==> config.mk <==
export PLATFORM = sky130hd
export DESIGN_NAME = vend_sequencer
export DESIGN_NICKNAME = d
export VERILOG_FILES = /design/src/rtl/vend_pkg.sv /design/src/rtl/advance_debounce.sv /design/src/rtl/vend_sequencer.sv
export SDC_FILE = /design/constraint.sdc
export NUM_CORES = 1
export LEC_CHECK = 0
export CORE_AREA = 2 2 102 64
export CTS_CLUSTER_DIAMETER = 30
export CTS_CLUSTER_SIZE = 12
export DETAILED_ROUTE_END_ITERATION = 7
export DIE_AREA = 0 0 104 66
export PLACE_DENSITY = 0.57
export SLEW_MARGIN = 40
export SYNTH_ARGS = -nofsm -noshare
export SYNTH_HDL_FRONTEND = slang
export SYNTH_SLANG_ARGS = --single-unit
==> constraint.sdc <==
create_clock -name clk -period 4.3 [get_ports clk]
set_clock_uncertainty 0.05 [all_clocks]
set_input_delay 0.86 -clock clk [delete_from_list [all_inputs] [get_ports clk]]
set_output_delay 0.86 -clock clk [all_outputs]
set_load 0.1 [all_outputs]
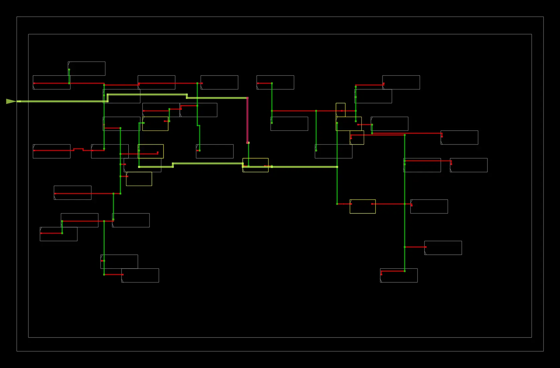
Run 1: clock wiring as the flow saved it
Clock net power: 0.236 mW
CLK BUF: 6

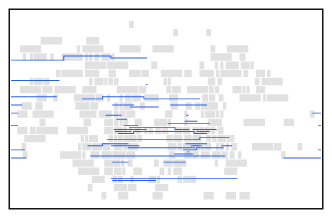
Run 1: M3 wires
(3 px per µm)
nets with wire on the layer = 36
wire length on this layer = 522 µm
longest straight run = 44.6 µm
main direction = horizontal
share of all routed wire = 11%
Post-Route WL: 4.55 mm
GR met3 Demand/Resource: 4.14%

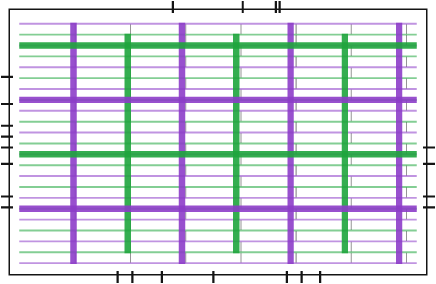
Run 1: supply network
(4 px per µm) Pins as bars on the die edge. Tap cells in gray.
green -> VDD
purple -> VSS
tap cells = 84
rows = 22
met1 rails = 23
core area: 5950 µm²
Die Width: 104 µm
Die Ht: 66 µm
Peak VDD IR: 0.000224 V

==> flow_metrics.tcl, run 1 <==
# yosys + openroad results
set metrics [dict create \
    ant_nets 0 \
    min_path_cells 1 \
    setup_ws_ns 0.457 \
    r2r_setup_slack_ns 0.79 \
    place_area_um2 2080 \
    synth_adder_area_share_pct 7.86 \
    antenna_cells 0 \
    maxCapViolCount 0 \
    cts_tree "yes" \
    warnings 27 \
    largest_area_cell "dfxtp_1" \
    yosys_warnings 0 \
    vias 1675 \
    grt_start_max_net_pins 20 \
    end_kind "flop" \
    wl_per_cell_um 14.0 \
    synthArstFlopShare_pct 0 \
    grt_pass1_wl_mm 7.40 \
    antenna_found_initial 0 \
    syn_area_um2 1850 \
    required_ns 4.38 \
    instances_no_fill 326 \
    synthTopCellsByCount "nor2_1 (32), dfxtp_1 (30), inv_1 (12)" \
    cts_made_buffers 5 \
    layout-drive-gt1-share_pct 17.4 \
    period_used_pct 89.4 \
    grt_pass1_vias 1431 \
    cts_root_buf "clkbuf_8" \
    syn-num-nets 236 \
    place_congestion 0.907 \
    layout_min_cycle_time_ns 3.84 \
    vias_per_cell 5.14 \
    final-setup-viol-count 0 \
    dp_cells 318 \
    fmax_ghz 0.260 \
    drc 0 \
    critPathKind "in -> reg" \
    min_path_type "reg -> reg" \
    dp_slack_ns 0.197 \
    drtIter0Drc 131 \
    ys_cells 215 \
    synthXorXnorAreaFrac_pct 6.64 \
    hold_viol 0 \
    die_area_um2 6860 \
    ys_sh_simple_pct 22.8 \
    hpwl_mm 3.49 \
    holdBufCountCts 0 \
    nFillCells 626 \
    top_area_share_pct 32.5 \
    mux_share_pct 0.542 \
    grt_usage_pct 13.8 \
    synth_seq_share_pct 32.5 \
    edf_count 0 \
    initial_utilization_pct 31.1 \
    drt_first_pass_iters 5 \
    avgSynthCellArea_um2 8.59 \
    area_leaders "dfxtp_1 (33%), ha_1 (6.8%), nor2_1 (6.5%), xnor2_1 (4.3%), a21oi_1 (2.4%)" \
    ios 23 \
    crit_fanout 8 \
    final_core_util_pct 36.7 \
    power_mw 0.907 \
    synthesis.instances 215 \
    most_common_cell "nor2_1" \
    htree_num_levels 2 \
    pwr_density_cell_nw_per_um2 415 \
    arrival_ns 3.92 \
    start_kind "input port" \
    tightest_slew_ns 0.790 \
    clockBufferDepth 2 \
    ys_area_um2 1850 \
    clock_latency_ns 0.28 \
    final_nets 262 \
    p_leak_nw 0.866 \
    busiest_layer "met1" \
    max-slew-margin-rel_pct 46.9 \
    finalMaxSlewViolations 0 \
    synthFlopType "dfxtp_1" \
    cts_resized 0 \
    area_delta_synth_final_pct 18.2 \
    reg2reg_depth 13 \
    status "finished, final reports clean" \
    cts.reportedPaths.clkPinSlew_ns 0.07 \
    rsz0062_at_grt "false" \
    ys.flops 30 \
    compound_area_share_pct 22.9 \
    largest_reg_flops 7 \
    rows 22 \
    whs_ns 0.380 \
    io_buffers 22 \
    finalSetupTns_ns 0 \
    met1_usage_pct 22.1 \
    post_cts.repair.setup_buffers 0 \
    cts_sinks 30 \
    ys_types 59 \
    ys_top_logic_family "AND-OR/OR-AND gates" \
    gr-usage-met2_pct 17.0 \
    grt_overflow 0 \
    final_cell_area_um2 2180 \
]
-- run 1: power by group --
group	leakage, nW	total [mW]	switching, mW	internal [mW]
sequential	0.244	0.311	0.0152	0.295
combinational	0.576	0.360	0.251	0.108
clock	0.0472	0.236	0.108	0.128
total	0.866	0.907	0.374	0.532
-- run 1: worst max-delay path: stages --
cell	delay [ns]
clkdlybuf4s50_1	0.47
nor3_4	0.23
o21ai_2	0.15
nor2_1	0.18
a21o_2	0.13
ha_1	0.24
a21oi_1	0.22
a21o_1	0.21
and4_1	0.29
nor2_2	0.11
a221o_1	0.38
a221oi_2	0.26
a41oi_1	0.17
-- run 1: layout by cell type (no fill, tap or decap), types with 4 or more instances in the layout --
| master | instances |
|---|---|
| nor2_1 | 32 |
| dfxtp_1 | 30 |
| buf_2 | 13 |
| inv_1 | 12 |
| ha_1 | 10 |
| xnor2_1 | 9 |
| o21ai_0 | 9 |
| a21oi_1 | 9 |
| clkdlybuf4s50_1 | 9 |
| nand3_1 | 8 |
| nor3_1 | 7 |
| nand2_1 | 7 |
| buf_4 | 7 |
| clkbuf_8 | 6 |
| xor2_1 | 5 |
| nor2b_1 | 4 |
-- run 1: area by class of cell --
cell class / count / area (µm²) / share of cell area (%)
well taps: 84 / 105 / 4.81
multi-input cells: 163 / 1130 / 51.7
clock inverters: 2 / 12.5 / 0.573
inverters: 12 / 45.0 / 2.06
clock buffers: 6 / 82.6 / 3.78
flip-flops and latches: 30 / 601 / 27.5
repair buffers: 29 / 208 / 9.51
-- run 1: per-layer routing --
metal	vias to the layer above	routed length [µm]	part of all wire [%]
met4	0	34	0.75
met5	-	0	0
met3	6	522	11
met2	81	1630	36
met1	748	2360	52
li1	840	-	-
## Run 2: what changed since run 1
--- a/config.mk
+++ b/config.mk
@@ -10,7 +10,7 @@
 export CTS_CLUSTER_SIZE = 12
 export DETAILED_ROUTE_END_ITERATION = 7
 export DIE_AREA = 0 0 104 66
-export PLACE_DENSITY = 0.57
+export PLACE_DENSITY = 0.54
 export SLEW_MARGIN = 40
 export SYNTH_ARGS = -nofsm -noshare
 export SYNTH_HDL_FRONTEND = slang
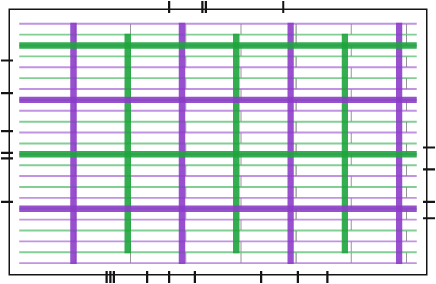
Run 2: supply network
(4 px per µm) Pins as bars on the die edge. Tap cells in gray.
green -> VDD
purple -> VSS
rows = 22
met4 straps = 7
tap cells = 84
Peak VDD IR: 0.000181 V

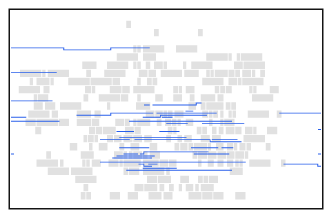
Run 2: M3 wires
(3 px per µm)
wire length on this layer = 548 µm
main direction = horizontal
longest straight run = 48.3 µm
nets with wire on the layer = 32
GR met3 Demand/Resource: 5.02%
routed vias: 1659
Post-Route WL: 4.61 mm

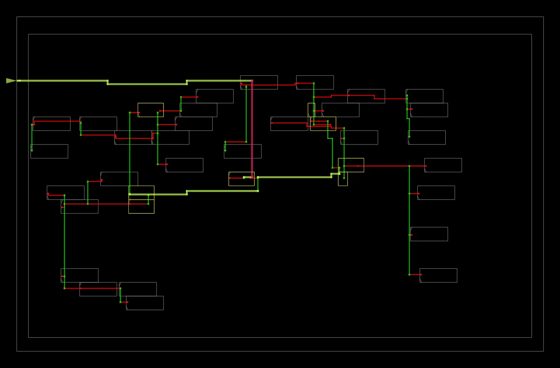
Run 2: clock wiring as the flow saved it
CTS buffer count: 5
CLK BUF: 7

==> flow_metrics.tcl, run 2 <==
# yosys + openroad results
set metrics [dict create \
    status "finished, final reports clean" \
    max-slew-margin-rel_pct 39.3 \
    drt_first_pass_iters 4 \
    place_area_um2 2080 \
    ys_area_um2 1850 \
    cpPeakStageDelay_ns 0.53 \
    synthXorXnorAreaFrac_pct 6.64 \
    tightest_slew_ns 0.904 \
    synthArstFlopShare_pct 0 \
    cts.reportedPaths.clkPinSlew_ns 0.06 \
    layout_min_cycle_time_ns 3.99 \
    post_cts.repair.setup_buffers 0 \
    yosys_warnings 0 \
    drtIter0Drc 140 \
    nFillCells 634 \
    required_ns 4.37 \
    p_leak_nw 0.862 \
    most-common-layout-cells "nor2_1 (32), dfxtp_1 (30), buf_2 (13), inv_1 (12), ha_1 (10)" \
    hpwl_mm 3.59 \
    top_area_share_pct 32.5 \
    dp_slack_ns 0.108 \
    place_congestion 0.977 \
    p_sw_share_pct 41.2 \
    ios 23 \
    arrival_ns 4.06 \
    pwr_density_cell_nw_per_um2 416 \
    reg2reg_depth 13 \
    cts_sinks 30 \
    final_nets 261 \
    period_used_pct 92.7 \
    p_comb_share_pct 39.5 \
    instances_no_fill 325 \
    layout-drive-gt1-share_pct 16.6 \
    p_clk_share_pct 25.3 \
    finalMaxSlewViolations 0 \
    synthTopCellsByCount "nor2_1 (32), dfxtp_1 (30), inv_1 (12)" \
    maxCapViolCount 0 \
    synth_seq_share_pct 32.5 \
    io_buffers 22 \
    syn_area_um2 1850 \
    mux_share_pct 0.542 \
    grt_overflow 0 \
    dp_cells 317 \
    syn-num-nets 236 \
    rsz0062_at_grt "false" \
    cp_slowest_cell "clkdlybuf4s50_1" \
    area_leaders "dfxtp_1 (33%), ha_1 (6.8%), nor2_1 (6.5%), xnor2_1 (4.3%), a21oi_1 (2.4%)" \
    largest_area_cell "dfxtp_1" \
    grt_pass1_vias 1483 \
    whs_ns 0.374 \
    wl_per_cell_um 14.2 \
    final_cell_area_um2 2170 \
    start_kind "input port" \
    critPathKind "in -> reg" \
    cp_cell_sequence "clkdlybuf4s50_1 > nor3_4 > o21ai_2 > nor2_1 > a21o_2 > ha_1 > a21oi_1 > a21o_1 > and4_1 > nor2_2 > a221o_1 > a221oi_2 > a41oi_1" \
    cts_resized 0 \
    ys_top_logic_family "AND-OR/OR-AND gates" \
    layout_top_cell "nor2_1" \
    grt_start_max_net_pins 17 \
    clock_latency_ns 0.28 \
    p_int_mw 0.531 \
    largest_reg_flops 7 \
    drc 0 \
    vias_per_cell 5.10 \
    compound_area_share_pct 22.9 \
    ys_types 59 \
    crit_fanout 8 \
    antenna_cells 0 \
    area_delta_synth_final_pct 17.6 \
    clockBufferDepth 2 \
    htree_num_levels 2 \
    ys_cells 215 \
    most_common_cell "nor2_1" \
    setup_ws_ns 0.312 \
    min_path_type "reg -> reg" \
    seqPwrFrac_pct 35.2 \
    grt_pass1_wl_mm 7.39 \
    cts_tree "yes" \
    synth_adder_area_share_pct 7.86 \
    initial_utilization_pct 31.1 \
    final_core_util_pct 36.5 \
    synthFlopType "dfxtp_1" \
    synthesis.instances 215 \
    rows 22 \
    r2r_setup_slack_ns 0.73 \
    die_h_um 66 \
    warnings 27 \
    antenna_found_initial 0 \
    min_path_cells 1 \
    edf_count 0 \
    p_sw_mw 0.372 \
    die_w_um 104 \
    finalSetupTns_ns 0 \
    power_mw 0.903 \
    fmax_ghz 0.251 \
    end_kind "flop" \
    ys_sh_simple_pct 22.8 \
    die_area_um2 6860 \
    grt_usage_pct 14.0 \
    core_region_area_um2 5950 \
    final-setup-viol-count 0 \
    ant_nets 0 \
    hold_viol 0 \
    avgSynthCellArea_um2 8.59 \
    cts_root_buf "clkbuf_8" \
    ys.flops 30 \
]
[run 2: cell counts after synthesis]
No cell type changed its count.
[run 2: routing by layer]
metal | vias to the layer above | track usage (%) | routed length [µm]
li1 | 837 | - | -
met1 | 745 | 20.8 | 2360
met2 | 75 | 18.5 | 1680
met3 | 2 | 5.02 | 548
met4 | 0 | 3.55 | 19
met5 | - | 0 | 0
[run 2: cells by family after synthesis]
logic type / Yosys count
and+or+nand+nor: 80
muxes: 1
AOI/OAI and AO/OA: 57
DFF: 30
xor gates and xnor gates: 14
buffers and inverters: 22
adders and majority gates: 11
[run 2: power by group through the flow]
stage	logic [mW]	clock network, mW	registers, mW
6_report	0.356	0.229	0.318
5_1_grt	0.382	0.250	0.321
4_1_cts	0.354	0.238	0.317
3_5_place_dp	0.351	0	0.323
3_3_place_gp	0.371	0	0.326
2_1_floorplan	0.176	0	0.429
[run 2: cell type report]
| class | instances | area (µm²) | area share (%) |
|---|---|---|---|
| Multi-Input combinational cell | 163 | 1130 | 52.0 |
| Sequential cell | 30 | 601 | 27.6 |
| Timing Repair Buffer | 28 | 200 | 9.22 |
| Tap cell | 84 | 105 | 4.84 |
| Clock buffer | 7 | 86.3 | 3.97 |
| Inverter | 12 | 45.0 | 2.07 |
| Clock inverter | 1 | 5.00 | 0.230 |
[run 2: critical path: cells and delay by family]
family,cells,cell delay [ns]
AOI/OAI and AO/OA,7,1.55
and+or+nand+nor,4,0.89
buffers and inverters,1,0.53
adders and majority gates,1,0.24
No activity file was given, so power comes from the tool's default toggle rates.
